--- src/rtl/mem_arbiter_if.sv ---
// Bus bundle between the icache/dcache requesters, the arbiter and the RAM.
// The slave modport is the arbiter's view; master is the environment's view.
interface mem_arbiter_if;
  logic        iREN;
  logic [31:0] iaddr;
  logic        iwait;
  logic [31:0] iload;

  logic        dREN;
  logic        dWEN;
  logic [31:0] daddr;
  logic [31:0] dstore;
  logic        dwait;
  logic [31:0] dload;

  logic        ramREN;
  logic        ramWEN;
  logic [31:0] ramaddr;
  logic [31:0] ramstore;
  logic [31:0] ramload;
  logic [1:0]  ramstate;

  logic        mem_err;

  modport slave (
    input  iREN, iaddr, dREN, dWEN, daddr, dstore, ramload, ramstate,
    output iwait, iload, dwait, dload, ramREN, ramWEN, ramaddr, ramstore, mem_err
  );

  modport master (
    output iREN, iaddr, dREN, dWEN, daddr, dstore, ramload, ramstate,
    input  iwait, iload, dwait, dload, ramREN, ramWEN, ramaddr, ramstore, mem_err
  );
endinterface

--- src/rtl/mem_arbiter.sv ---
// Two-requester RAM arbiter: dcache normally has priority, but after
// STARVE_LIMIT back-to-back dcache completions with the icache waiting,
// the icache is granted next. One grant at a time, always via IDLE.
module mem_arbiter #(
  parameter int unsigned STARVE_LIMIT = 4
) (
  input logic          CLK,
  input logic          RST,
  mem_arbiter_if.slave bus
);

  typedef enum logic [1:0] {
    ST_IDLE   = 2'd0,
    ST_IGRANT = 2'd1,
    ST_DGRANT = 2'd2
  } state_e;

  typedef enum logic [1:0] {
    RAM_FREE   = 2'd0,
    RAM_BUSY   = 2'd1,
    RAM_ACCESS = 2'd2,
    RAM_ERROR  = 2'd3
  } ramstate_e;

  localparam logic [2:0] LIMIT_C = 3'(STARVE_LIMIT);

  state_e      state_q, state_d;
  logic [2:0]  starve_q, starve_d;
  logic        mem_err_q, mem_err_d;

  logic        d_req;
  logic        ram_ren, ram_wen;
  logic [31:0] ram_addr, ram_store;
  logic        i_wait, d_wait;

  // Arbitration, RAM steering, completion/abort/error handling and next state.
  always_comb begin
    state_d   = state_q;
    starve_d  = starve_q;
    mem_err_d = 1'b0;
    ram_ren   = 1'b0;
    ram_wen   = 1'b0;
    ram_addr  = '0;
    ram_store = '0;
    i_wait    = 1'b1;
    d_wait    = 1'b1;
    d_req     = bus.dREN | bus.dWEN;

    unique case (state_q)
      ST_IDLE: begin
        // A saturated counter only defers the dcache while the icache waits.
        if (d_req && ((starve_q < LIMIT_C) || !bus.iREN)) begin
          state_d = ST_DGRANT;
        end else if (bus.iREN) begin
          state_d = ST_IGRANT;
        end
      end

      ST_IGRANT: begin
        ram_addr  = bus.iaddr;
        mem_err_d = (bus.ramstate == RAM_ERROR);
        if (!bus.iREN) begin
          state_d = ST_IDLE;
        end else begin
          ram_ren = 1'b1;
          if (bus.ramstate == RAM_ACCESS) begin
            i_wait   = 1'b0;
            starve_d = '0;
            state_d  = ST_IDLE;
          end else if (bus.ramstate == RAM_ERROR) begin
            state_d = ST_IDLE;
          end
        end
      end

      ST_DGRANT: begin
        ram_addr  = bus.daddr;
        ram_store = bus.dstore;
        mem_err_d = (bus.ramstate == RAM_ERROR);
        if (!d_req) begin
          state_d = ST_IDLE;
        end else begin
          ram_wen = bus.dWEN;
          ram_ren = bus.dREN & ~bus.dWEN;
          if (bus.ramstate == RAM_ACCESS) begin
            d_wait  = 1'b0;
            state_d = ST_IDLE;
            if (!bus.iREN) begin
              starve_d = '0;
            end else if (starve_q < LIMIT_C) begin
              starve_d = starve_q + 3'd1;
            end
          end else if (bus.ramstate == RAM_ERROR) begin
            state_d = ST_IDLE;
          end
        end
      end

      default: state_d = ST_IDLE;
    endcase
  end

  // Grant state, starvation counter and error pulse registers.
  always_ff @(posedge CLK or posedge RST) begin
    if (RST) begin
      state_q   <= ST_IDLE;
      starve_q  <= '0;
      mem_err_q <= 1'b0;
    end else begin
      state_q   <= state_d;
      starve_q  <= starve_d;
      mem_err_q <= mem_err_d;
    end
  end

  assign bus.ramREN   = ram_ren;
  assign bus.ramWEN   = ram_wen;
  assign bus.ramaddr  = ram_addr;
  assign bus.ramstore = ram_store;
  assign bus.iwait    = i_wait;
  assign bus.dwait    = d_wait;
  assign bus.iload    = bus.ramload;
  assign bus.dload    = bus.ramload;
  assign bus.mem_err  = mem_err_q;

endmodule

--- src/flat_wrapper.sv ---
// flat-port wrapper written by rule: the top's interface ports become plain ports
module mem_arbiter_flat 
#(
  parameter int unsigned STARVE_LIMIT = 4
)
  (CLK, RST, bus_iREN, bus_iaddr, bus_dREN, bus_dWEN, bus_daddr, bus_dstore, bus_ramload, bus_ramstate, bus_iwait, bus_iload, bus_dwait, bus_dload, bus_ramREN, bus_ramWEN, bus_ramaddr, bus_ramstore, bus_mem_err);
  mem_arbiter_if bus_i ();
  input logic CLK;
  input logic RST;
  input wire logic [$bits(bus_i.iREN)-1:0] bus_iREN;
  input wire logic [$bits(bus_i.iaddr)-1:0] bus_iaddr;
  input wire logic [$bits(bus_i.dREN)-1:0] bus_dREN;
  input wire logic [$bits(bus_i.dWEN)-1:0] bus_dWEN;
  input wire logic [$bits(bus_i.daddr)-1:0] bus_daddr;
  input wire logic [$bits(bus_i.dstore)-1:0] bus_dstore;
  input wire logic [$bits(bus_i.ramload)-1:0] bus_ramload;
  input wire logic [$bits(bus_i.ramstate)-1:0] bus_ramstate;
  output wire logic [$bits(bus_i.iwait)-1:0] bus_iwait;
  output wire logic [$bits(bus_i.iload)-1:0] bus_iload;
  output wire logic [$bits(bus_i.dwait)-1:0] bus_dwait;
  output wire logic [$bits(bus_i.dload)-1:0] bus_dload;
  output wire logic [$bits(bus_i.ramREN)-1:0] bus_ramREN;
  output wire logic [$bits(bus_i.ramWEN)-1:0] bus_ramWEN;
  output wire logic [$bits(bus_i.ramaddr)-1:0] bus_ramaddr;
  output wire logic [$bits(bus_i.ramstore)-1:0] bus_ramstore;
  output wire logic [$bits(bus_i.mem_err)-1:0] bus_mem_err;
  assign bus_i.iREN = bus_iREN;
  assign bus_i.iaddr = bus_iaddr;
  assign bus_i.dREN = bus_dREN;
  assign bus_i.dWEN = bus_dWEN;
  assign bus_i.daddr = bus_daddr;
  assign bus_i.dstore = bus_dstore;
  assign bus_i.ramload = bus_ramload;
  assign bus_i.ramstate = bus_ramstate;
  assign bus_iwait = bus_i.iwait;
  assign bus_iload = bus_i.iload;
  assign bus_dwait = bus_i.dwait;
  assign bus_dload = bus_i.dload;
  assign bus_ramREN = bus_i.ramREN;
  assign bus_ramWEN = bus_i.ramWEN;
  assign bus_ramaddr = bus_i.ramaddr;
  assign bus_ramstore = bus_i.ramstore;
  assign bus_mem_err = bus_i.mem_err;
  mem_arbiter #(.STARVE_LIMIT(STARVE_LIMIT)) u_core (.CLK(CLK), .RST(RST), .bus(bus_i));
endmodule
--- config.mk ---
export PLATFORM = sky130hd
export DESIGN_NAME = mem_arbiter_flat
export DESIGN_NICKNAME = d
export VERILOG_FILES = /design/src/rtl/mem_arbiter_if.sv /design/src/rtl/mem_arbiter.sv /design/src/flat_wrapper.sv
export SDC_FILE = /design/constraint.sdc
export NUM_CORES = 1
export LEC_CHECK = 0
export ABC_AREA = 1
export CAP_MARGIN = 30
export CORE_AREA = 4 4 103 105
export CTS_CLUSTER_DIAMETER = 30
export DETAILED_ROUTE_END_ITERATION = 6
export DIE_AREA = 0 0 107 109
export HOLD_SLACK_MARGIN = 0.12
export MAX_ROUTING_LAYER = met4
export PLACE_DENSITY = 0.66
export SLEW_MARGIN = 20
export SYNTH_ARGS = -nofsm -noshare
export SYNTH_HDL_FRONTEND = slang
export SYNTH_SLANG_ARGS = --single-unit
--- constraint.sdc ---
create_clock -name CLK -period 1.8 [get_ports CLK]
set_input_delay 0.18 -clock CLK [delete_from_list [all_inputs] [get_ports CLK]]
set_output_delay 0.18 -clock CLK [all_outputs]
set_load 0.01 [all_outputs]
**Run 1: clock distribution**

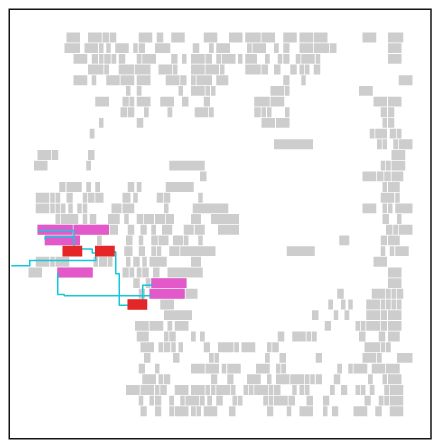
- magenta: flip-flops (count 6)
- red: clock drivers (count 3)
- cyan: clock wires (length 117 um)
- routed clock nets: 4
- flops lie: left middle

**Run 1: floorplan with the power grid**

Pins as bars on the die edge. Tap cells in gray.
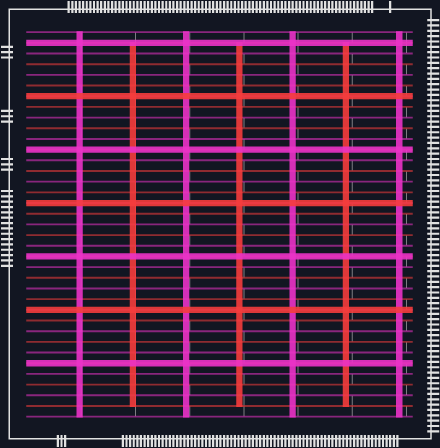
- magenta: VSS
- red: VDD
- met5 straps: 7
- tap cells: 133
- signal pins: 268
- rows: 36
- met4 straps: 7
total core area: 9639 sq um
Peak supply drop: 464.7 uV
chip width: 107 um
Die Ht: 109 um

**Run 1: routing congestion map**

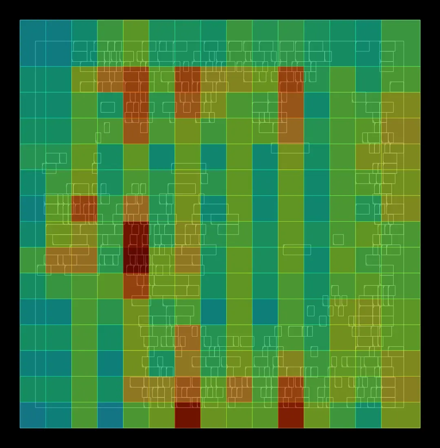
met3 usage: 3.552%
final core utilization: 32.46%
GR Layer Usage met1: 12.83%
Global Route Usage Sum: 12.28%

==> metrics.csv, run 1 <==
metric;value;unit
outcome;complete, no violations;
routed vias/inst;3.895;
sequential area share after synthesis;8.708;%
CTS Buffer Depth;2;
CTS sink count;6;
Post-route DRC;0;
Port Buffers;171;
root buffer cell;clkbuf_8;
Slew @ Worst Pin;249.4;ps
chip area;11660;sq um
Slew HR;83.37;%
post-route ant nets;0;
Cell Area, Placed;3197;sq um
CTS tree;built;
crit-path most repeated cell;buf_4;
Vias;2181;
crit path max fanout;4;
post-synth design cell area;1724;sq um
Crit path arrival time;1600;ps
critical path's top delay family;buffers and inverters;
Post-synth top cells;nand2_1, buf_4, inv_1;
Crit path required time;1620;ps
wire length per cell;13.75;um
DRT iter0 DRCs;141;
Buf/Inv on CP;4;
Max-area cell share;28.74;%
Cells after DPL;554;
GRT overflow;0;
Late-Pin Clk Latency;220;ps
leakage power;1.590;nW
FF-to-FF setup slack;270;ps
Max Clk Rate;0.5629;GHz
yosys stat chip area;1724;sq um
Final #Nets;570;
Worst setup EP type;output pin;
Ports;268;
[run 1: placed cells by master, fill, tap and decap left out, types with 2 or more instances in the layout]
cell type	instances
a21oi_1	31
a21oi_2	3
buf_12	4
buf_2	5
buf_4	12
clkbuf_2	42
clkbuf_8	3
clkdlybuf4s15_2	14
clkdlybuf4s50_1	103
dfrtp_1	6
dlygate4sd2_1	6
ha_1	2
ha_4	4
inv_1	39
inv_2	4
nand2_1	113
nand2_2	3
nand3_1	14
nor2_1	7
o21ai_1	3
o21ai_2	2
[run 1: state kept, by name, indices dropped and copies added, names as in the netlist]
register / count
u_core.starve_q: 3
u_core.state_q: 2
u_core.bus.mem_err: 1
[run 1: path summary, 6_finish.rpt]
| path | startpoint | to | depth (start not counted) |
|---|---|---|---|
| worst max-delay path | u_core.state_q[0] | bus_dwait | 6 |
| worst min-delay path | RST | u_core.bus.mem_err | 2 |
| worst max register to register | u_core.state_q[0] | u_core.starve_q[0] | 9 |
| worst min register to register | u_core.starve_q[1] | u_core.starve_q[1] | 2 |
| max in group asynchronous | RST | u_core.starve_q[2] | 2 |
| min in group CLK | bus_ramload[11] | bus_dload[11] | 0 |
[run 1: kinds of logic after synthesis]
kind of cell	after synthesis	synth area share, %
AND/OR/NAND/NOR	140	32.66
buffers and inverters	124	42.53
AND-OR/OR-AND	39	11.76
adder cells (fa/ha/maj)	6	4.354
flip-flops	6	8.708
[run 1: power breakdown]
part	leakage (nW)	switching, W	internal, W
sequential	0.0804	0.0000252	0.000174
clock	0.0216	0.0000563	0.000144
combinational	1.49	0.00154	0.00134
[run 1: repair_timing]
item	CTS	global route
setup endpoints to repair	68	34
gates resized	120	92
hold endpoints to repair	0	0
setup buffers	0	2
hold buffers	0	0
gates cloned	1	0
[run 1: layer usage]
metal | GRT usage, % | up-vias | wire (um)
met4 | 5.297 | 0 | 321
met3 | 3.552 | 35 | 666
li1 | - | 1102 | -
met5 | - | - | 0
met1 | 12.83 | 946 | 2773
met2 | 21.67 | 98 | 3936
[run 1: metrics by stage]
step                      hold WS (ps)  worst slack [ps]  total power (W)  utilization, %  setup TNS, ps
after global routing             184.3            -51.74         0.003608           32.46         -482.3
after floorplan                 -29.04             352.0         0.001638               -              0
after global placement           360.1            -115.4         0.003126           33.16          -2027
after CTS                        178.0            -136.1         0.003357           33.98         -601.3
final                            174.5             23.57         0.003285           32.46              0
after detailed placement         360.1            -193.8         0.003159           33.16          -6304
[run 1: layout make-up]
class / instances / area, sq um
multi-input combinational: 185 / 902.1
fill: 1069 / 6510
tap: 133 / 166.4
inverter: 44 / 167.7
timing repair buffer: 189 / 1702
sequential: 6 / 150.1
clock buffer: 3 / 41.29
[run 1: worst reg2reg max path, stage by stage, from the launching register on]
cell	delay, ps
dfrtp_1	380
inv_2	130
buf_4	140
ha_4	170
buf_4	130
inv_2	40
o21ai_2	240
nor2_4	80
nand2_1	60
nand2_1	50
**Run 1: register map, names as in the netlist**

Other sequential cells in the stronger gray, the rest of the logic in the fainter gray.
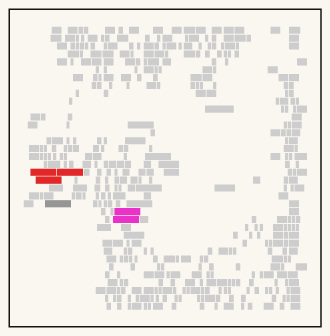

==> run 2, diff against run 1 <==
--- a/config.mk
+++ b/config.mk
@@ -7,13 +7,14 @@
 export LEC_CHECK = 0
 export ABC_AREA = 1
 export CAP_MARGIN = 30
-export CORE_AREA = 4 4 103 105
+export CORE_ASPECT_RATIO = 0.5
+export CORE_MARGIN = 4
+export CORE_UTILIZATION = 23
 export CTS_CLUSTER_DIAMETER = 30
 export DETAILED_ROUTE_END_ITERATION = 6
-export DIE_AREA = 0 0 107 109
-export HOLD_SLACK_MARGIN = 0.12
+export HOLD_SLACK_MARGIN = 0.15
 export MAX_ROUTING_LAYER = met4
-export PLACE_DENSITY = 0.66
+export PLACE_DENSITY = 0.82
 export SLEW_MARGIN = 20
 export SYNTH_ARGS = -nofsm -noshare
 export SYNTH_HDL_FRONTEND = slang
**Run 2: register map, names as in the netlist**

Other sequential cells in the stronger gray, the rest of the logic in the fainter gray.
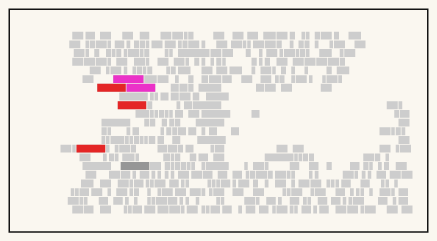
- magenta: `u_core.state_q` (flops 2)
- red: `u_core.starve_q` (flops 3)
register area: 151.4 sq um
final core utilization: 47.06%
sequential power: 0.000204 W
fraction of area in registers: 4.620%

**Run 2: floorplan with the power grid**

Pins as bars on the die edge. Tap cells in gray.
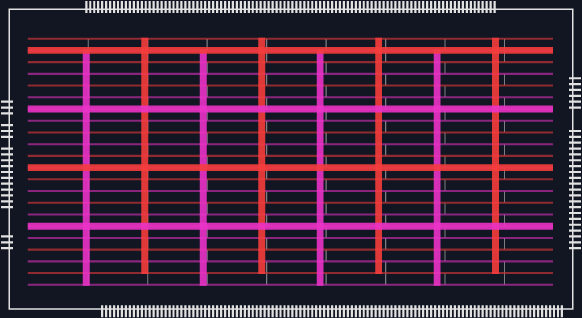
- magenta: VSS
- red: VDD
- met1 rails: 22
- signal pins: 268
total core area: 6963 sq um
Peak supply drop: 352.3 uV

==> run 2 against run 1 <==
Highest routed layer unchanged. Routed wire length decreased by 0.68%. Synthesized cell count unchanged. Maximum frequency increased by 0.38%. Final cell count decreased by 6.6%. Global-route usage increased by 3.7 points. Critical path type unchanged. Cell area increased by 4.7%. Largest cell class unchanged.
==> metrics.csv, run 2 <==
metric;value;unit;change
routed vias/inst;4.119;;+5.7%
Max-area cell share;28.74;%;unchanged
Most flops, register;u_core.starve_q;;
Slew HR;81.37;%;-2.0 points
internal power;0.001937;W;+17%
Slew @ Worst Pin;279.4;ps;+29.97 ps
sequential area share after synthesis;8.708;%;unchanged
Commonest Layout Cell;nand2_1;;
Post-synth top cells;nand2_1, buf_4, inv_1;;
GRT overflow;0;;unchanged
chip width;130.4;um;+22%
chip area;9029;sq um;-23%
critical path's top delay family;buffers and inverters;;
clock group share of total power;9.9;%;+3.8 points
outcome;complete, no violations;;
Comb area;894.6;sq um;-0.83%
Late-Pin Clk Latency;230;ps;about the same
Hold-fix buffers, CTS;0;;unchanged
Final TNS setup;0;ps;unchanged
Cell Area, Placed;3151;sq um;-1.4%
most frequent cells in the layout;nand2_1, clkdlybuf4s50_1, dlygate4sd2_1, inv_1, a21oi_1;;
Fill cells;706;;-34%
Power Total;0.003593;W;+9.4%
yosys stat chip area;1724;sq um;unchanged
worst slack at placement;-180.4;ps;+13.43 ps
Sw Ratio;46.07;%;-3.3 points
CTS tree;built;;
CTS sink count;6;;unchanged
DRT iter0 DRCs;122;;-13%
leakage power;1.713;nW;+7.7%
Port Buffers;171;;unchanged
Worst setup EP type;output pin;;
post-route ant nets;0;;unchanged
Buf/Inv on CP;3;;-1
wire length per cell;14.62;um;+6.4%
crit-path most repeated cell;buf_4;;
P_sw;0.001655;W;+2.0%
Die Ht;69.22;um;-36%
final setup margin;30.32;ps;+6.752 ps
crit path max fanout;8;;+4
Post-route DRC;0;;unchanged
max reg flops;3;;unchanged
Global Route Usage Sum;15.95;%;+3.7 points
post-synth design cell area;1724;sq um;unchanged
Max Clk Rate;0.5651;GHz;+0.38%
run 2: cell counts after synthesis:
Identical to the previous run, type by type.
run 2: power by group through the flow:
stage	Combinational, W	Clock (W)	Sequential [W]
2_1_floorplan	0.00143	0	0.000205
3_3_place_gp	0.00289	0	0.000195
3_5_place_dp	0.00293	0	0.000200
4_1_cts	0.00291	0.000364	0.000204
5_1_grt	0.00328	0.000380	0.000208
6_report	0.00303	0.000357	0.000204
run 2: cell families after synthesis:
kind of cell             count (synthesis)  synth area share [%]
adder cells (fa/ha/maj)                  6                 4.354
flip-flops                               6                 8.708
AND/OR/NAND/NOR                        140                 32.66
buffers and inverters                  124                 42.53
AND-OR/OR-AND                           39                 11.76
run 2: timing repair:
| item | 4_1_cts | 5_1_grt |
|---|---|---|
| buffers inserted | 1 | 0 |
| gates resized | 115 | 19 |
| endpoints found under the setup margin | 68 | 31 |
| cloned | 1 | 1 |
run 2: area by class of cell:
cell class / count / area share, %
Timing Repair Buffer: 193 / 57.08
Clock buffer: 3 / 2.291
Multi-Input combinational cell: 185 / 27.30
Inverter: 44 / 5.193
Tap cell: 92 / 3.513
Sequential cell: 6 / 4.620
run 2: path summary, 6_finish.rpt:
path	startpoint	end	slack (ps)	cells after the start
setup / recovery	u_core.state_q[0]	bus_ramaddr[16]	30	6
min in group CLK	bus_ramload[15]	bus_dload[15]	360	0
hold / removal	RST	u_core.starve_q[0]	170	2
max in group asynchronous	RST	u_core.state_q[0]	1420	2
hold reg to reg	u_core.starve_q[1]	u_core.starve_q[1]	500	2
setup reg to reg	u_core.state_q[0]	u_core.starve_q[2]	320	7
run 2: routing by layer:
metal  vias to the layer above  share of wire [%]  global-route usage [%]
li1                       1116                  -                       -
met1                       965                 44                   20.83
met2                        66                 50                   25.88
met3                         7                5.4                   3.385
met4                         0               0.37                   2.509
met5                         -                  0                       -
run 2: through the flow:
step           hold slack [ps]  utilization [%]  instances
2_1_floorplan           -29.04                -        315
3_3_place_gp             360.1            45.25        517
3_5_place_dp             360.1            45.25        517
4_1_cts                  179.0            46.77        522
5_1_grt                  196.8            47.06        523
6_report                 166.6            47.06        523
Power figures rest on the tool's default switching activity, not on a simulated workload.
